===== config.mk =====
export PLATFORM = sky130hd
export DESIGN_NAME = ram_loader
export DESIGN_NICKNAME = d
export VERILOG_FILES = /design/src/rtl/hack_mem_pkg.sv /design/src/rtl/ram_loader.sv
export SDC_FILE = /design/constraint.sdc
export NUM_CORES = 1
export LEC_CHECK = 0
export CORE_MARGIN = 2
export CORE_UTILIZATION = 48
export DETAILED_ROUTE_END_ITERATION = 8
export PLACE_DENSITY_LB_ADDON = 0.08
export SLEW_MARGIN = 20
export SYNTH_ARGS = -nofsm -noshare
export SYNTH_HDL_FRONTEND = slang
export SYNTH_SLANG_ARGS = --single-unit

===== constraint.sdc =====
create_clock -name clk -period 2.05 [get_ports clk]
set_input_delay 0.41 -clock clk [delete_from_list [all_inputs] [get_ports clk]]
set_output_delay 0.41 -clock clk [all_outputs]
set_load 0.02 [all_outputs]

===== src/rtl/hack_mem_pkg.sv =====
// hack_mem_pkg: shared loader state type, mode encodings and default word width
package hack_mem_pkg;
    typedef enum logic [2:0] {IDLE, STREAM, FILL, FLUSH, DONE} loader_state_t;
    localparam logic LOAD_STREAM = 1'b0;
    localparam logic LOAD_FILL   = 1'b1;
    localparam int   HACK_REG_W  = 16;
endpackage


===== src/rtl/ram_loader.sv =====
// ram_loader: streams or fills a contiguous RAM address range at one word per cycle
module ram_loader
    import hack_mem_pkg::*;
#(
    parameter int REG_W  = HACK_REG_W,
    parameter int ADDR_W = 6
) (
    input  logic              clk,
    input  logic              rst_n,
    input  logic              start_i,
    input  logic              mode_i,
    input  logic [ADDR_W-1:0] base_i,
    input  logic [ADDR_W:0]   count_i,
    input  logic [REG_W-1:0]  fill_val_i,
    input  logic              s_valid_i,
    input  logic [REG_W-1:0]  s_data_i,
    output logic              s_ready_o,
    output logic [REG_W-1:0]  ram_in_o,
    output logic              ram_load_o,
    output logic [ADDR_W-1:0] ram_address_o,
    output logic              busy_o,
    output logic              done_o
);
    localparam logic [ADDR_W:0] DEPTH = {1'b1, {ADDR_W{1'b0}}};

    loader_state_t     state_q, state_d;
    logic [ADDR_W-1:0] addr_q, addr_d, ram_addr_q, ram_addr_d;
    logic [ADDR_W:0]   rem_q, rem_d;
    logic [REG_W-1:0]  fill_q, fill_d, ram_in_q, ram_in_d;
    logic              ram_load_q, ram_load_d;
    logic              issue;

    assign s_ready_o     = state_q == STREAM;
    assign busy_o        = state_q != IDLE;
    assign done_o        = state_q == DONE;
    assign ram_in_o      = ram_in_q;
    assign ram_load_o    = ram_load_q;
    assign ram_address_o = ram_addr_q;
    assign issue         = (state_q == STREAM && s_valid_i) || state_q == FILL;

    always_comb begin
        state_d    = state_q;
        addr_d     = addr_q;
        rem_d      = rem_q;
        fill_d     = fill_q;
        ram_in_d   = ram_in_q;
        ram_addr_d = ram_addr_q;
        ram_load_d = 1'b0;
        case (state_q)
            IDLE: if (start_i) begin
                addr_d  = base_i;
                rem_d   = count_i > DEPTH ? DEPTH : count_i;
                fill_d  = fill_val_i;
                state_d = count_i == '0 ? DONE : (mode_i == LOAD_FILL ? FILL : STREAM);
            end
            STREAM, FILL: if (issue) begin
                ram_load_d = 1'b1;
                ram_in_d   = state_q == FILL ? fill_q : s_data_i;
                ram_addr_d = addr_q;
                addr_d     = addr_q + ADDR_W'(1);
                rem_d      = rem_q - (ADDR_W+1)'(1);
                if (rem_q == (ADDR_W+1)'(1)) state_d = FLUSH;
            end
            FLUSH:   state_d = DONE;
            default: state_d = IDLE;
        endcase
    end

    always_ff @(posedge clk or negedge rst_n) begin
        if (!rst_n) begin
            state_q    <= IDLE;
            addr_q     <= '0;
            rem_q      <= '0;
            fill_q     <= '0;
            ram_in_q   <= '0;
            ram_addr_q <= '0;
            ram_load_q <= 1'b0;
        end else begin
            state_q    <= state_d;
            addr_q     <= addr_d;
            rem_q      <= rem_d;
            fill_q     <= fill_d;
            ram_in_q   <= ram_in_d;
            ram_addr_q <= ram_addr_d;
            ram_load_q <= ram_load_d;
        end
    end
endmodule


==> summary.txt <==
Update from the flow run.

The flow ran to the end, and the final reports show no timing, DRC or antenna violations. The via count of the first global-routing pass is 2057. The synthesis log from Yosys contains 0 warnings. The first global-routing pass estimated 9770 um of wire.

Before CTS, the worst setup slack after placement is 0.0976 ns. The post-DP HPWL is 4350 um. Measured on the final layout, the clock distribution area share stands at 0.0324. For reference, the top cells by area after synthesis are sky130_fd_sc_hd__dfrtp_1 (50%), sky130_fd_sc_hd__mux2_2 (9.5%), sky130_fd_sc_hd__mux2i_1 (7.7%). Setup slack closes at 0.233 ns. The routed design shows a via density per instance of 5.27.

The most critical min-delay path falls under in2async. The chip area from the yosys synthesis statistics is 0.00274 mm^2. Among the non-sequential cells, multiplexers take the most area. The overall chip area is 0.00633 mm^2. The post-synthesis compound-gate area fraction is 0.128. The fraction of final cell area spent on non-clock buffers in this run is 0.233.

After detailed routing, the average wire length per cell comes to 14.4 um. The number of clock-tree buffers in the layout is 6. The die is 79.5 um tall. The top cell types in the final layout, fill and taps aside, are sky130_fd_sc_hd__clkdlybuf4s50_1 (71), sky130_fd_sc_hd__dfrtp_1 (55), sky130_fd_sc_hd__a21oi_1 (28).

From left edge to right edge, the die measures 79.5 um. Summed over all instances, the cell type with the most area after synthesis is sky130_fd_sc_hd__dfrtp_1. The share of the synthesized area in the top cell type is 0.503. The most instantiated flip-flop cell in the synthesis netlist is sky130_fd_sc_hd__dfrtp_1.

The worst setup path is launched from a register. The clock-pin slew on the worst setup and hold paths is 0.10 ns. In this run, distinct cell masters in the synthesized netlist total 47. The leakage component of the power was reported as 1.57 nW. In this run the VDD rail shows a maximum IR drop of 0.771 mV.

Per the log, the first TritonRoute iteration ended with a DRC count of 90. For this run, the top clock speed supported by timing is 550 MHz. The root buffer cell is sky130_fd_sc_hd__clkbuf_8. The portion of netlist area occupied by mux cells is 0.171. The tally of max-capacitance violations is 0.

CTS reports a maximum clock tree buffer depth of 2. TritonCTS built the clock tree. The clock H-tree reported by CTS has 2 levels. At floorplan, the net count of the design was reported as 297. The number of diodes added for antenna fixing is 0.

Setup repair after global routing left no endpoint under its margin. The fraction of standard cell area in multi-input logic is 0.337. Per the timing report, the biggest fanout along the worst path comes to 4. Per the slew report, the remaining headroom to the max-slew limit stands at 0.668.

The flow measured a signed area growth from synthesis to layout of 36.6%. Summing every instance area after synthesis gives 0.00274 mm^2. The final number of setup-violating endpoints is 0. In the final layout, the multi-input gates occupy 0.00126 mm^2. The average footprint of a synthesized cell is 11.2 um^2. Registers take 0.00138 mm^2. The total count of hold-check failures in the final report is 0. Setup total negative slack on the finished layout was measured at 0 ns. The placement-stage cell area is 0.00362 mm^2.

The worst path needs 1.82 ns of the cycle, external delays included. The worst register-to-register path has a setup slack of 0.34 ns. In this run, the synthesized area fraction spent on adder and majority cells is recorded as 0.0137.

At the floorplan stage, the core utilization is reported as 0.497. The number of cells on the worst reg-to-reg path is 6. In the synthesized netlist, the number of instances is 244. The CTS sink count is 55. The class of the most critical setup path is reg2out. The maximum number of pins on one net before global-route repair is 40. The biggest cell category by area in the final layout is registers.

The slew at the pin with the worst max-slew slack is 0.486 ns. The share of the Yosys chip area taken by registers is 0.503. The async set-or-reset flop fraction in the synthesized netlist is 1.00. The number of multi-input combinational cells is 172. The arrival time at the worst endpoint is 1.41 ns. The share of the synthesized netlist area taken by xor and xnor gates is 0.00594. The number of setup buffers added after CTS is 0.

The type of element capturing the critical path is an output pin. The count of buffers not belonging to the clock network in the layout is 88. Counting flops with a built-in enable in the synthesized netlist gives 0.

The top cell type in the final layout, fill and taps aside, is sky130_fd_sc_hd__clkdlybuf4s50_1. The iteration count recorded for the first detailed-route pass is 4. After synthesis, the design contains 244 cells according to Yosys. The final layout report lists a non-clock inverter count of 5. The placer congestion estimate is 0.852. The power density relative to cell area is 1610 mW/mm^2. The number of slew-limit violations in the final report is 0. After synthesis the netlist holds a flip-flop and latch count of 55.

The post-route fraction of the period consumed by the critical path is 0.887. The simple-gate area share of the yosys netlist is 0.139. The initial antenna violation count is 0. At the end of the flow, the number of nets in the layout was 380. The count of nets left with antenna violations once routing finished came out at 0. Hold repair after CTS inserted 0 buffers. The number of gates resized after CTS was 1. The sum of overflow across all layers after global routing is 0. Summed over all routing layers, the global router reports a total usage of 0.197. The required time at the endpoint of the critical path is 1.64 ns. The routed layout reports a DRC error count of 0.

The CTS buffer count is 5. In this run the tools logged warnings totalling 27. The clock insertion delay at the later pin of the skew report is 0.31 ns. The fraction of layout instances using a drive strength above 1 is 0.168. The final clock skew is 0.00852 ns.

Hold is met by 0.0213 ns.
[cell usage after synthesis (all sizes together), types with 3 or more instances]
library cell	number
dfrtp	55
a21oi	31
nor2	24
mux2	23
mux2i	21
nand2	13
buf	12
nand2b	9
nor3	6
a31oi	5
inv	5
o21ai	4
ha	3
nand3	3
o22ai	3
or3	3
[final timing paths]
path | start | end
setup / recovery | state_q[2] | busy_o
hold / removal | rst_n | addr_q[0]
setup reg to reg | state_q[0] | addr_q[3]
hold reg to reg | rem_q[1] | rem_q[1]
max in group asynchronous | rst_n | addr_q[2]
min in group clk | rem_q[1] | rem_q[1]
[critical path, stage by stage, from the launching register on]
cell,delay [ns]
sky130_fd_sc_hd__dfrtp_1,0.42
sky130_fd_sc_hd__or3_1,0.37
sky130_fd_sc_hd__dlygate4sd2_1,0.32
[through the flow]
stage | power [W] | cells
floorplan | 0.00423 | 244
global placement | 0.00526 | 392
detailed placement | 0.00534 | 392
CTS | 0.00609 | 400
global route | 0.00651 | 400
finish | 0.00603 | 400
[state kept, by name, summed over array words and instances, names as in the netlist]
name and flops:
addr_q 6, ram_in_o 16, fill_q 16, state_q 3
rem_q 7, ram_address_o 6, ram_load_o 1
[power breakdown]
| group | internal [W] | switching [W] | leakage (nW) | total (W) |
|---|---|---|---|---|
| clock network | 0.000402 | 0.000349 | 0.0618 | 0.000751 |
| logic | 0.00163 | 0.00166 | 0.864 | 0.00329 |
| registers | 0.00164 | 0.000349 | 0.641 | 0.00199 |
| total | 0.00367 | 0.00236 | 1.57 | 0.00603 |
[routing by layer]
metal  wire (um)  track usage  up-vias
met5           0            0        -
met4          74       0.0621        0
met3         276       0.0260        7
met2        2640        0.310       54
met1        2780        0.283     1007
li1            -            -     1041
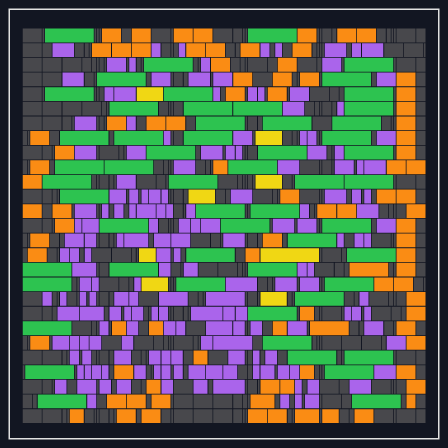
(images/cell_classes.png)
Fill, decap, tap and diode cells in gray.
legend:
  all other logic:
    color: purple
    cells: 177
    share_of_their_area: 35%
  other buffers and delay cells:
    color: orange
    cells: 88
    share_of_their_area: 24%
  clock drivers and dummy loads:
    color: yellow
    cells: 8
    share_of_their_area: 3.3%
  flops:
    color: green
    cells: 55
    share_of_their_area: 38%
Placeable Area: 0.00551 mm^2
sequential fraction of total cell area: 0.368
Finished Core Util: 0.679
number of rows created at floorplan: 27
Non-Filler Cell Area, Final: 0.00374 mm^2

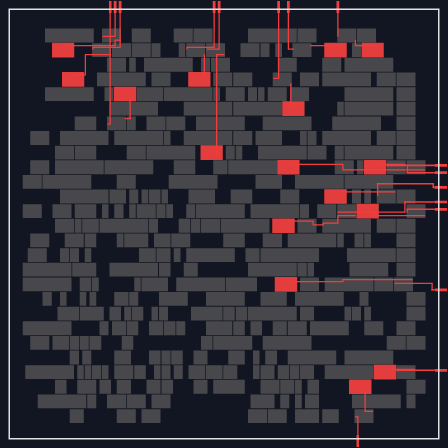
(images/port_nets.png)
legend:
  fill_val_i:
    color: red
    bits: 16
    direction: input
    end_cells: 16
    buffers: 16
    wire: 325 um
I/O pins: 76
Port Buffers: 75

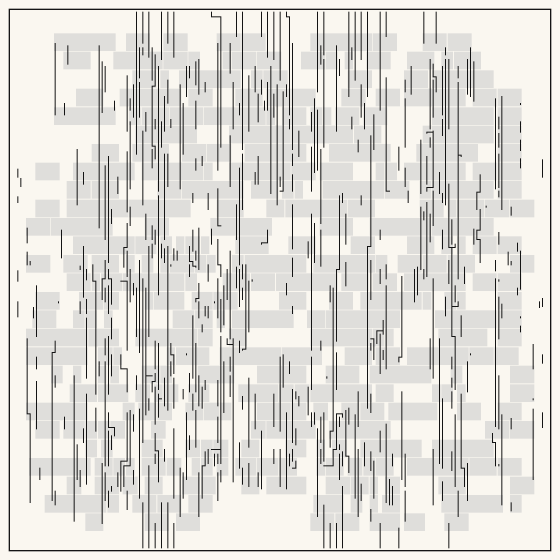
(images/met2.png)
Cells faint in the background.
longest straight run: 28.9 um
wire length on this layer: 2640 um
share of all routed wire: 46%
main direction: vertical
routed wire length: 5770 um
global routing usage on met2: 0.310

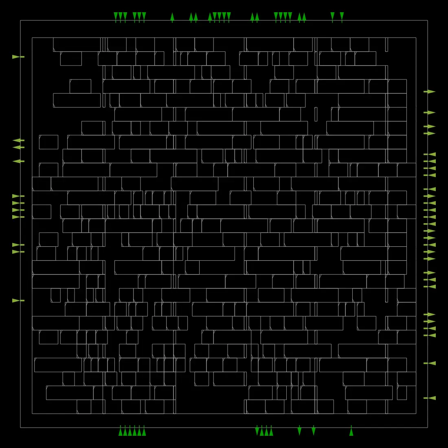
(images/final_placement.png)
Fillers: 423
number of well taps: 72
non-filler instance count after layout: 400
flip-flops: 55

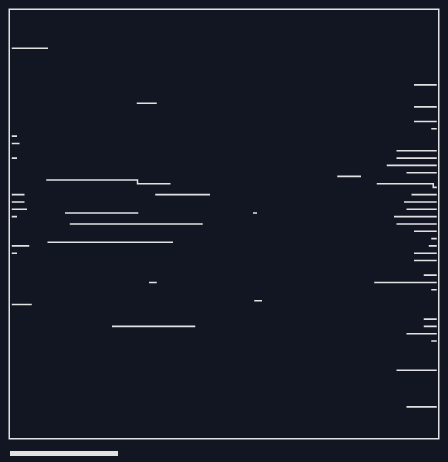
(images/met3.png)
Scale bar: 20 um.
longest straight run: 24.4 um
nets with wire on the layer: 45
wire length on this layer: 276 um
met3 Use GR: 0.0260
total number of vias: 2109

Power and IR drop assume default switching activity.
